--- src/rtl/stream_demux_pkg.sv ---
// Shared defaults and helpers for the stream demultiplexer.
//   DEFAULT_WIDTH  : data word width
//   DEFAULT_N_OUT  : number of output channels
//   DEFAULT_DROP_W : drop counter width
//   clog2()        : ceiling log2, used to size the channel select
package stream_demux_pkg;

  localparam int unsigned DEFAULT_WIDTH  = 8;
  localparam int unsigned DEFAULT_N_OUT  = 4;
  localparam int unsigned DEFAULT_DROP_W = 8;

  // Ceiling log2; returns 0 for n <= 1.
  function automatic int unsigned clog2(input int unsigned n);
    int unsigned r;
    int unsigned v;
    r = 0;
    v = (n > 0) ? n - 1 : 0;
    while (v > 0) begin
      r = r + 1;
      v = v >> 1;
    end
    return r;
  endfunction

endpackage

--- src/rtl/demux_slot.sv ---
// One-entry output register slot with valid/ready handshake.
//   clk, rst  : clock, synchronous active-high reset
//   load      : write in_data into the slot this edge (caller checks free)
//   in_data   : word to store
//   out_valid : slot holds a word
//   out_ready : consumer takes the word this cycle
//   out_data  : stored word; retains its value after draining
//   free      : slot can be loaded this cycle (empty or draining)
module demux_slot
  import stream_demux_pkg::*;
#(
  parameter int unsigned WIDTH = DEFAULT_WIDTH
) (
  input  logic             clk,
  input  logic             rst,
  input  logic             load,
  input  logic [WIDTH-1:0] in_data,
  output logic             out_valid,
  input  logic             out_ready,
  output logic [WIDTH-1:0] out_data,
  output logic             free
);

  // Draining and refilling on the same edge keeps full throughput.
  assign free = !out_valid || out_ready;

  // Full flag: load wins over drain so a refill keeps the slot valid.
  always_ff @(posedge clk) begin
    if (rst) begin
      out_valid <= 1'b0;
    end else if (load) begin
      out_valid <= 1'b1;
    end else if (out_ready) begin
      out_valid <= 1'b0;
    end
  end

  // Data holds its last value when the slot empties.
  always_ff @(posedge clk) begin
    if (rst) begin
      out_data <= '0;
    end else if (load) begin
      out_data <= in_data;
    end
  end

endmodule

--- src/rtl/stream_demux_n.sv ---
// 1-to-N registered stream demultiplexer with broadcast and drop counting.
//   clk, rst   : clock, synchronous active-high reset
//   in_valid   : input word valid
//   in_ready   : input can be accepted (combinational from out_ready/sel/bcast)
//   in_data    : input word
//   sel        : destination channel, used on acceptance
//   bcast      : deliver to every channel, used on acceptance
//   out_valid  : per-channel slot full
//   out_ready  : per-channel consumer ready
//   out_data   : channel i on bits [i*WIDTH +: WIDTH]
//   drop_pulse : one cycle after an out-of-range word is discarded
//   drop_cnt   : saturating count of discarded words
module stream_demux_n
  import stream_demux_pkg::*;
#(
  parameter int unsigned WIDTH  = DEFAULT_WIDTH,
  parameter int unsigned N_OUT  = DEFAULT_N_OUT,
  parameter int unsigned SEL_W  = clog2(N_OUT),
  parameter int unsigned DROP_W = DEFAULT_DROP_W
) (
  input  logic                   clk,
  input  logic                   rst,
  input  logic                   in_valid,
  output logic                   in_ready,
  input  logic [WIDTH-1:0]       in_data,
  input  logic [SEL_W-1:0]       sel,
  input  logic                   bcast,
  output logic [N_OUT-1:0]       out_valid,
  input  logic [N_OUT-1:0]       out_ready,
  output logic [N_OUT*WIDTH-1:0] out_data,
  output logic                   drop_pulse,
  output logic [DROP_W-1:0]      drop_cnt
);

  // One extra bit so the range compare never degenerates to a constant.
  localparam int unsigned SEL_X = SEL_W + 1;

  logic [N_OUT-1:0] free;
  logic [N_OUT-1:0] sel_hot;
  logic [N_OUT-1:0] load;
  logic             sel_free;
  logic             in_range;
  logic             accept;
  logic             drop;

  assign in_range = {1'b0, sel} < SEL_X'(N_OUT);

  // Select decode; never indexes free[] with an out-of-range select.
  always_comb begin
    sel_hot  = '0;
    sel_free = 1'b0;
    for (int i = 0; i < int'(N_OUT); i++) begin
      if (sel == SEL_W'(i)) begin
        sel_hot[i] = 1'b1;
        sel_free   = free[i];
      end
    end
  end

  // Out-of-range words are always accepted so they can be discarded.
  always_comb begin
    in_ready = 1'b1;
    if (bcast) begin
      in_ready = &free;
    end else if (in_range) begin
      in_ready = sel_free;
    end
  end

  assign accept = in_valid && in_ready;
  assign load   = accept ? (bcast ? {N_OUT{1'b1}} : sel_hot) : '0;
  assign drop   = accept && !bcast && !in_range;

  for (genvar g = 0; g < int'(N_OUT); g++) begin : g_slot
    demux_slot #(
      .WIDTH(WIDTH)
    ) u_slot (
      .clk      (clk),
      .rst      (rst),
      .load     (load[g]),
      .in_data  (in_data),
      .out_valid(out_valid[g]),
      .out_ready(out_ready[g]),
      .out_data (out_data[g*WIDTH +: WIDTH]),
      .free     (free[g])
    );
  end

  // Drop pulse and saturating counter.
  always_ff @(posedge clk) begin
    if (rst) begin
      drop_pulse <= 1'b0;
      drop_cnt   <= '0;
    end else begin
      drop_pulse <= drop;
      if (drop && (drop_cnt != {DROP_W{1'b1}})) begin
        drop_cnt <= drop_cnt + DROP_W'(1);
      end
    end
  end

endmodule

--- config.mk ---
export PLATFORM = sky130hd
export DESIGN_NAME = stream_demux_n
export DESIGN_NICKNAME = d
export VERILOG_FILES = /design/src/rtl/stream_demux_pkg.sv /design/src/rtl/demux_slot.sv /design/src/rtl/stream_demux_n.sv
export SDC_FILE = /design/constraint.sdc
export NUM_CORES = 1
export LEC_CHECK = 0
export ABC_CLOCK_PERIOD_IN_PS = 1580
export CAP_MARGIN = 30
export CORE_ASPECT_RATIO = 0.8
export CORE_MARGIN = 4
export CORE_UTILIZATION = 39
export CTS_CLUSTER_SIZE = 40
export DETAILED_ROUTE_END_ITERATION = 8
export GPL_TIMING_DRIVEN = 0
export MAX_ROUTING_LAYER = met4
export PLACE_DENSITY_LB_ADDON = 0.08
export SLEW_MARGIN = 20
export SYNTH_ARGS = -nofsm -noshare
export SYNTH_HDL_FRONTEND = slang
export SYNTH_SLANG_ARGS = --single-unit
export TNS_END_PERCENT = 1
--- constraint.sdc ---
create_clock -name clk -period 1.58 [get_ports clk]
set_input_delay 0.158 -clock clk [delete_from_list [all_inputs] [get_ports clk]]
set_output_delay 0.158 -clock clk [all_outputs]
set_load 0.02 [all_outputs]
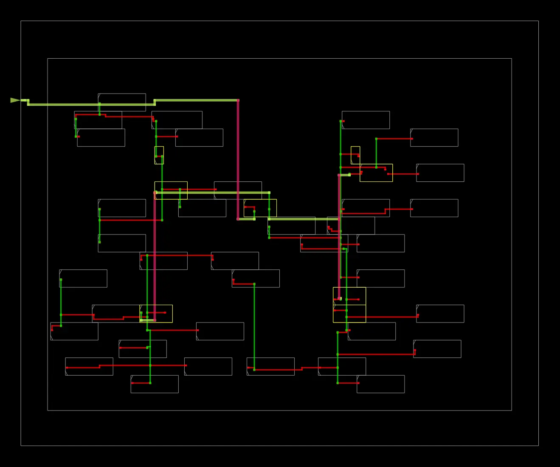
*Clock nets, run 1*
TritonCTS Buffers: 5
clock buf count: 8

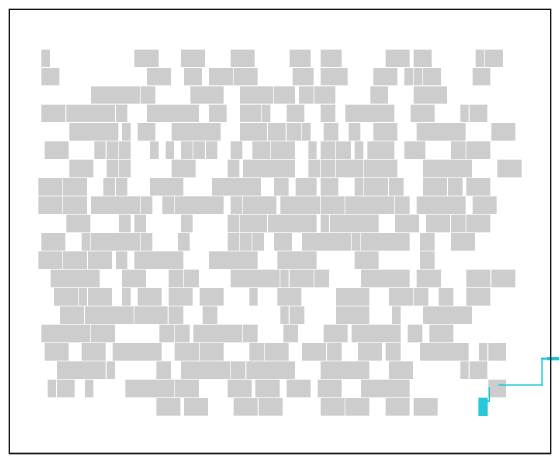
*I/O nets highlighted, run 1*
Key: drop_pulse = cyan [bits 1, direction output, end cells 1, buffers 1, wire 13.5 um]

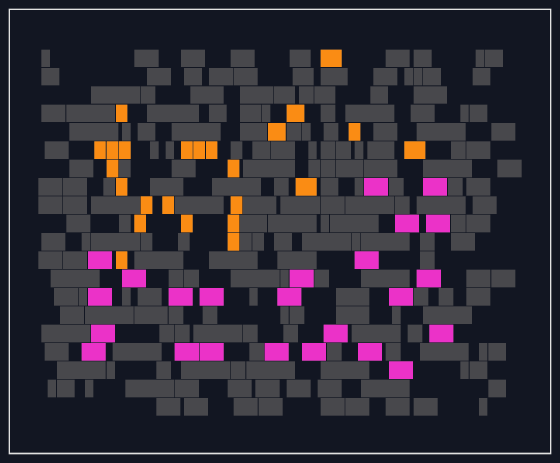
*Gate-type map, run 1*
Key: multiplexers = magenta [cells 24, most used mux2i_1]; inverting AOI/OAI gates = orange [cells 24, most used a21oi_1]

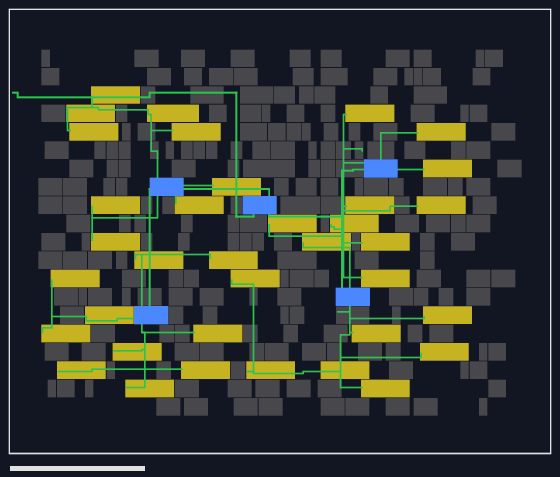
*Clock distribution, run 1*
Scale bar: 20 um.
Key: flip-flops = yellow [count 36]; clock drivers = blue [count 5]; clock wires = green [length 472 um]
There are 6 routed clock nets.

==> changes_impl.md, run 1 <==
### Physical design

- Critical Path AT: ~1.6 ns
- Max cap viols: 0
- Synth Seq Share: 0.4448
- Post-Syn Instances: 172
- CORE AREA: around 4000 um^2
- FILL cells: about 360
- CP startpoint kind: primary input
- DIE WIDTH: 80.07 um
- CP Data Required Time: 1.42 ns
- Period utilization: 1.114
- Worst setup margin: -0.1800 ns
- PortBufs: ~54
- DP Cell Count: 289
- Post-DP HPWL: approximately 3.2 mm
- Fin. max-slew vios: 0
- Hold_ws: 0.4770 ns
- Layout Cells excl Fill: ~300
- Main area contributors: dfxtp_1 (44%), mux2i_1 (15%), nand2b_1 (11%)
- Initial Util: 0.4151
- GR Util All Layers: 0.1652
- Vias/cell: around 4.7
- ANT cells: 0
- Critical path endpoint category: output port
- Synthesized area: 1620 um^2
- Synthesized area per cell: roughly 9.4 um^2
- Largest net degree at the start of global routing: 11
- WL/cell: 14.00 um
- OpenROAD warning count: 29
- Routed wire length: between 4 and 5 mm
- Max Root-Sink Buffers: 2
- Max-slew headroom at the worst pin: 0.6077
- RSZ-0062 raised after global routing: true
- DRC: 0
- Final ANT Viol Nets: 0
- Area delta synth->final: 50.97%
- Warnings, synthesis: 0
- Iter 0 DRT Violations: 28
- Final min period: ~1.8 ns
- Layout cells sized above 1: 0.1755
- Leakage power: 0.0009862 uW
- Cell Pwr Density: 918.2 nW/um^2
- Final GP Congestion: around 0.86
- Area leader share: 0.4448
- Grt ovf: 0
- Wire length of the first global-routing pass: 6.479 mm
- Clk_lat worst skew: between 0.2 and 0.3 ns
- CTS sink count: 36
- Fin. Hold Viols: 0
- Most numerous logic cell after layout: clkdlybuf4s50_1
- Pre-Repair DR Iteration Count: 3
- Chip Area, Yosys: between 1500 and 2000 um^2
- Crit Path Category: in2out
- Final Skew: about 0.0074 ns
- Cts hold-fix bufs: 0
- Vias in the first global route: 1418
- Chip area: 5256 um^2
- Final Net Count: 262
- CTS clk-pin slew, worst paths: about 0.070 ns
- H-tree levels: 2
- Yosys Instances: approximately 170
- Peak supply drop: 0.0006790 V
- Most frequent cells in the layout: clkdlybuf4s50_1 (50), dfxtp_1 (35), nand2b_1 (27)
- Setup Viol. Count Final: 27
- Critical-path maximum fanout: 5
- CTS tree: yes
- Outcome: finished, violations left
- Initial antenna violation count: 0
- TNS Setup: -1.845 ns
- Vias after detailed routing: 1409
- Synth area leader: dfxtp_1
- Cell Type Count: 28
- Fin util: 0.6266
- Failing checks: negative setup slack
- Top-Level Pins: 64
- # rows: 20
- Clock tree root buffer cell: clkbuf_8
- Die height: 65.65 um
- Fmax: 568.2 MHz
- Hold Crit Class: reg2reg
- Synth Register Bits: 36
- Slew at the pin with the worst max-slew slack: between 0.5 and 0.6 ns
==> run 1: Yosys cell counts (all sizes together) <==
library cell,count
dfxtp,36
nand2b,28
mux2i,24
buf,16
a21oi,14
nor2,10
nand3,8
o21ai,8
clkbuf,7
nor2b,3
or3,3
and2,2
inv,2
nor3,2
nor4,2
and2b,1
conb,1
nand2,1
o211ai,1
o21ba,1
o21bai,1
or4,1
==> run 1: logic make-up after synthesis <==
family          share of synthesized area
buf+inv                           0.09421
other cells                      0.002314
flops                              0.4448
mux                                0.1483
compound gates                    0.08340
simple gates                       0.2270
==> run 1: worst max-delay path, cell delays in order <==
cell and delay, ns:
clkdlybuf4s50_1 0.51, nor2b_4 0.06, nor2b_4 0.13, or3_4 0.40, and2b_2 0.23, buf_6 0.11
==> run 1: flip-flops by register name, indices dropped and copies added, names as in the netlist <==
register and cells:
g_slot.u_slot.out_data 32, g_slot.u_slot.out_valid 4
==> run 1: power by group <==
| part | total, uW | internal [uW] | leakage [uW] | switching, uW |
|---|---|---|---|---|
| Sequential | 1000 | 969 | 0.000295 | 33.5 |
| Clock | 677 | 356 | 0.0000455 | 321 |
| Combinational | 566 | 285 | 0.000645 | 281 |
==> run 1: area by class of cell <==
cell class,count,area [um^2],area share
multi-input combinational,119,834.6,0.3412
buffer,23,162.7,0.06650
clock buffer,8,90.09,0.03683
tap,55,68.82,0.02813
timing repair buffer,57,560.5,0.2292
inverter,2,7.507,0.003069
sequential,36,721.9,0.2951
==> run 1: per-stage QoR <==
stage / setup slack [ns] / instance area (um^2) / power [uW]
final: -0.1800 / 2446 / 2246
after global routing: -0.2188 / 2446 / 2325
after CTS: -0.1790 / 2421 / 2233
after detailed placement: -0.8298 / 2266 / 1555
after global placement: -0.7983 / 2266 / 1545
after floorplan: -0.09391 / 1657 / 1329
==> run 1: metal layers <==
layer | global-route usage | routed length, um | vias up
met5 | - | 0 | -
met4 | 0.06118 | 74 | 0
met3 | 0.05479 | 221 | 9
met2 | 0.2552 | 1898 | 44
met1 | 0.2008 | 2007 | 656
li1 | - | - | 700
==> run 1: final timing paths <==
kind | start | endpoint | slack (ns) | cells after the start
hold / removal | g_slot[3].u_slot.out_data[7] | g_slot[3].u_slot.out_data[7] | 0.48 | 2
hold reg to reg | g_slot[3].u_slot.out_data[7] | g_slot[3].u_slot.out_data[7] | 0.48 | 2
setup / recovery | out_ready[0] | in_ready | -0.18 | 6
setup reg to reg | g_slot[0].u_slot.out_valid | g_slot[1].u_slot.out_data[5] | -0.10 | 6
==> run 1: what timing repair did <==
action,4_1_cts,5_1_grt
endpoints found under the hold margin,0,0
setup endpoints to repair,37,36
cloned,0,0
setup buffers,3,0
pin swaps,3,0
resized,21,13
==> inputs of run 2 (changes only) <==
Settings changed: CTS_CLUSTER_SIZE 40 to 12.
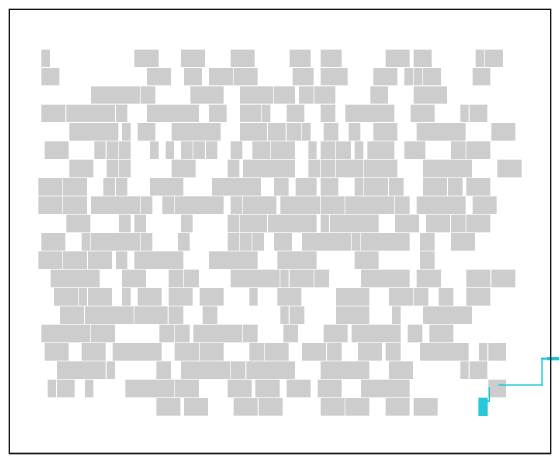
*I/O nets highlighted, run 2*
Top-Level Pins: 64
PortBufs: 54

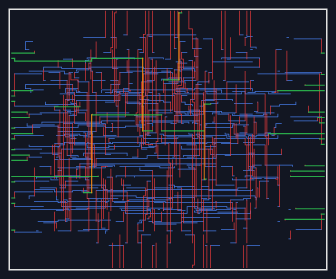
*Signal wires by layer, run 2*
Key: metal 3 = green [wire length 222 um]; metal 2 = red [wire length 1900 um]; metal 4 = orange [wire length 74.1 um]; metal 1 = blue [wire length 2010 um]

==> run 2 against run 1 <==
  * The run still ends with negative setup slack left
  * Clock skew did not move
  * Register-to-register slack barely moved
  * Utilization did not move
  * Synthesized cell count did not move
  * Sequential share of layout area did not move
  * Total power did not move
  * Hold slack did not move
  * First-iteration DRC count did not move
  * Routed wire length did not move
  * Area after synthesis did not move
  * Maximum frequency did not move
  * Critical path type unchanged
==> changes_impl.md, run 2 <==
### Physical design

- Most numerous logic cell after layout: clkdlybuf4s50_1
- CTS tree: yes
- Yosys Instances: 172
- # rows: 20
- Synth Register Bits: 36
- Slew at the pin with the worst max-slew slack: ~0.59 ns
- Commonest cells post-synth: dfxtp_1 (36), nand2b_1 (28), mux2i_1 (24)
- Adder Share, Synth: 0
- Synth area leader: dfxtp_1
- Period utilization: 1.114
- CP Data Required Time: 1.42 ns
- OpenROAD warning count: 29
- Ys async rst share: 0
- Critical path endpoint category: output port
- Final GP Congestion: 0.8550
- FF/Latch Area: 721.9 um^2
- Vias after detailed routing: 1409
- Main area contributors: dfxtp_1 (44%), mux2i_1 (15%), nand2b_1 (11%)
- Worst-path cell chain: clkdlybuf4s50_1 -> nor2b_4 -> nor2b_4 -> or3_4 -> and2b_2 -> buf_6
- Post-Syn Instances: 172
- FILL cells: 355
- Failing checks: negative setup slack
- Most frequent cell after synthesis: dfxtp_1
- TNS Setup: -1.845 ns
- Critical-path maximum fanout: 5
- Pwr Total: around 2200 uW
- Number of enable flip-flop cells: 0
- WL/cell: between 10 and 15 um
- Final min period: 1.760 ns
- Synth Flop Type: dfxtp_1
- Wire length of the first global-routing pass: 6.479 mm
- Fin. Hold Viols: 0
- Max Root-Sink Buffers: 2
- Post-DP HPWL: 3.155 mm
- ANT cells: 0
- GR Util All Layers: 0.1652
- Initial Util: 0.4151
- Iter 0 DRT Violations: 28
- RSZ-0062 raised after global routing: true
- CP startpoint kind: primary input
- Setup Viol. Count Final: 27
- Peak supply drop: 0.0006790 V
- Synthesized area: 1620 um^2
- Synthesized area per cell: 9.420 um^2
- Most frequent cells in the layout: clkdlybuf4s50_1 (50), dfxtp_1 (35), nand2b_1 (27)
- Worst hold path depth: 2
- Leakage power: 0.0009862 uW
- Cell Type Count: 28
- Warnings, synthesis: 0
- Vias/cell: 4.697
- Largest net degree at the start of global routing: 11
- Routed wire length: ~4.2 mm
- CTS sink count: 36
- Vias in the first global route: 1418
- CTS clk-pin slew, worst paths: around 0.07 ns
- Pre-Repair DR Iteration Count: 3
- XOR Share, Synth: 0
- Slowest stage cell on the critical path: clkdlybuf4s50_1
- Final ANT Viol Nets: 0
- Outcome: finished, violations left
- Worst setup margin: -0.1800 ns
- Fin. max-slew vios: 0
- Fmax: 568.2 MHz
- Simple Share, Synth: 0.2270
- Final Net Count: 262
- Crit-path max cell delay: 0.51 ns
- Cell count of the worst reg-to-reg path: 6
- Chip Area, Yosys: 1620 um^2
- Max cap viols: 0
- Area delta synth->final: 50.97%
- TritonCTS Buffers: 5
- Hold_ws: 0.4770 ns
- DIE WIDTH: ~80 um
- Clk_lat worst skew: ~0.29 ns
- Crit Path Category: in2out
- H-tree levels: 2
- Largest Register: g_slot.u_slot.out_data
- Clock tree root buffer cell: clkbuf_8
- Mux share: 0.1483
- DRC: 0
- Dominant comb cell: simple AND/OR/NAND/NOR gates
- Hold Crit Class: reg2reg
==> run 2: cell counts in the layout (fill, tap and decap cells not counted) <==
No cell type changed its count.
==> run 2: what timing repair did <==
action	in CTS	in global routing
gates cloned	0	0
gates resized	21	13
hold buffers	0	0
setup buffers	3	0
pin swaps	3	0
setup endpoints to repair	37	36
==> run 2: cell families after synthesis <==
group,count (synthesis)
buffers and inverters,25
and+or+nand+nor,61
AOI/OAI and AO/OA,25
muxes,24
other,1
DFF,36
==> run 2: critical path: cells and delay by family <==
kind          cells  cell delay (ns)
simple gates      4             0.82
buf+inv           2             0.62
==> run 2: final timing paths <==
kind | startpoint | endpoint | slack (ns)
hold / removal | g_slot[3].u_slot.out_data[7] | g_slot[3].u_slot.out_data[7] | 0.48
hold reg to reg | g_slot[3].u_slot.out_data[7] | g_slot[3].u_slot.out_data[7] | 0.48
setup / recovery | out_ready[0] | in_ready | -0.18
setup reg to reg | g_slot[0].u_slot.out_valid | g_slot[1].u_slot.out_data[5] | -0.10
==> run 2: report_power, final <==
part           switching, uW  internal, uW  total, uW
Combinational            281           285        566
Sequential              33.5           969       1000
Clock                    321           356        677
Total                    636          1610       2250
==> run 2: final cells by class <==
class,count,share of cell area
plain buffers,23,0.06650
clock buffers,8,0.03683
inverters,2,0.003069
multi-input cells,119,0.3412
flip-flops and latches,36,0.2951
well taps,55,0.02813
repair buffers,57,0.2292
==> run 2: through the flow <==
stage               cells  cell area (um^2)  utilization  setup WS, ns
floorplan             180              1657            -      -0.09391
global placement      289              2266       0.5804       -0.7983
detailed placement    289              2266       0.5804       -0.8298
CTS                   300              2421       0.6202       -0.1790
global route          300              2446       0.6266       -0.2188
finish                300              2446       0.6266       -0.1800
==> run 2: layer usage <==
metal  up-vias  wire [um]  track usage
li1        700          -            -
met1       656       2007       0.2008
met2        44       1898       0.2552
met3         9        221      0.05479
met4         0         74      0.06118
met5         -          0            -
Power is estimated from default activity; no workload was simulated.
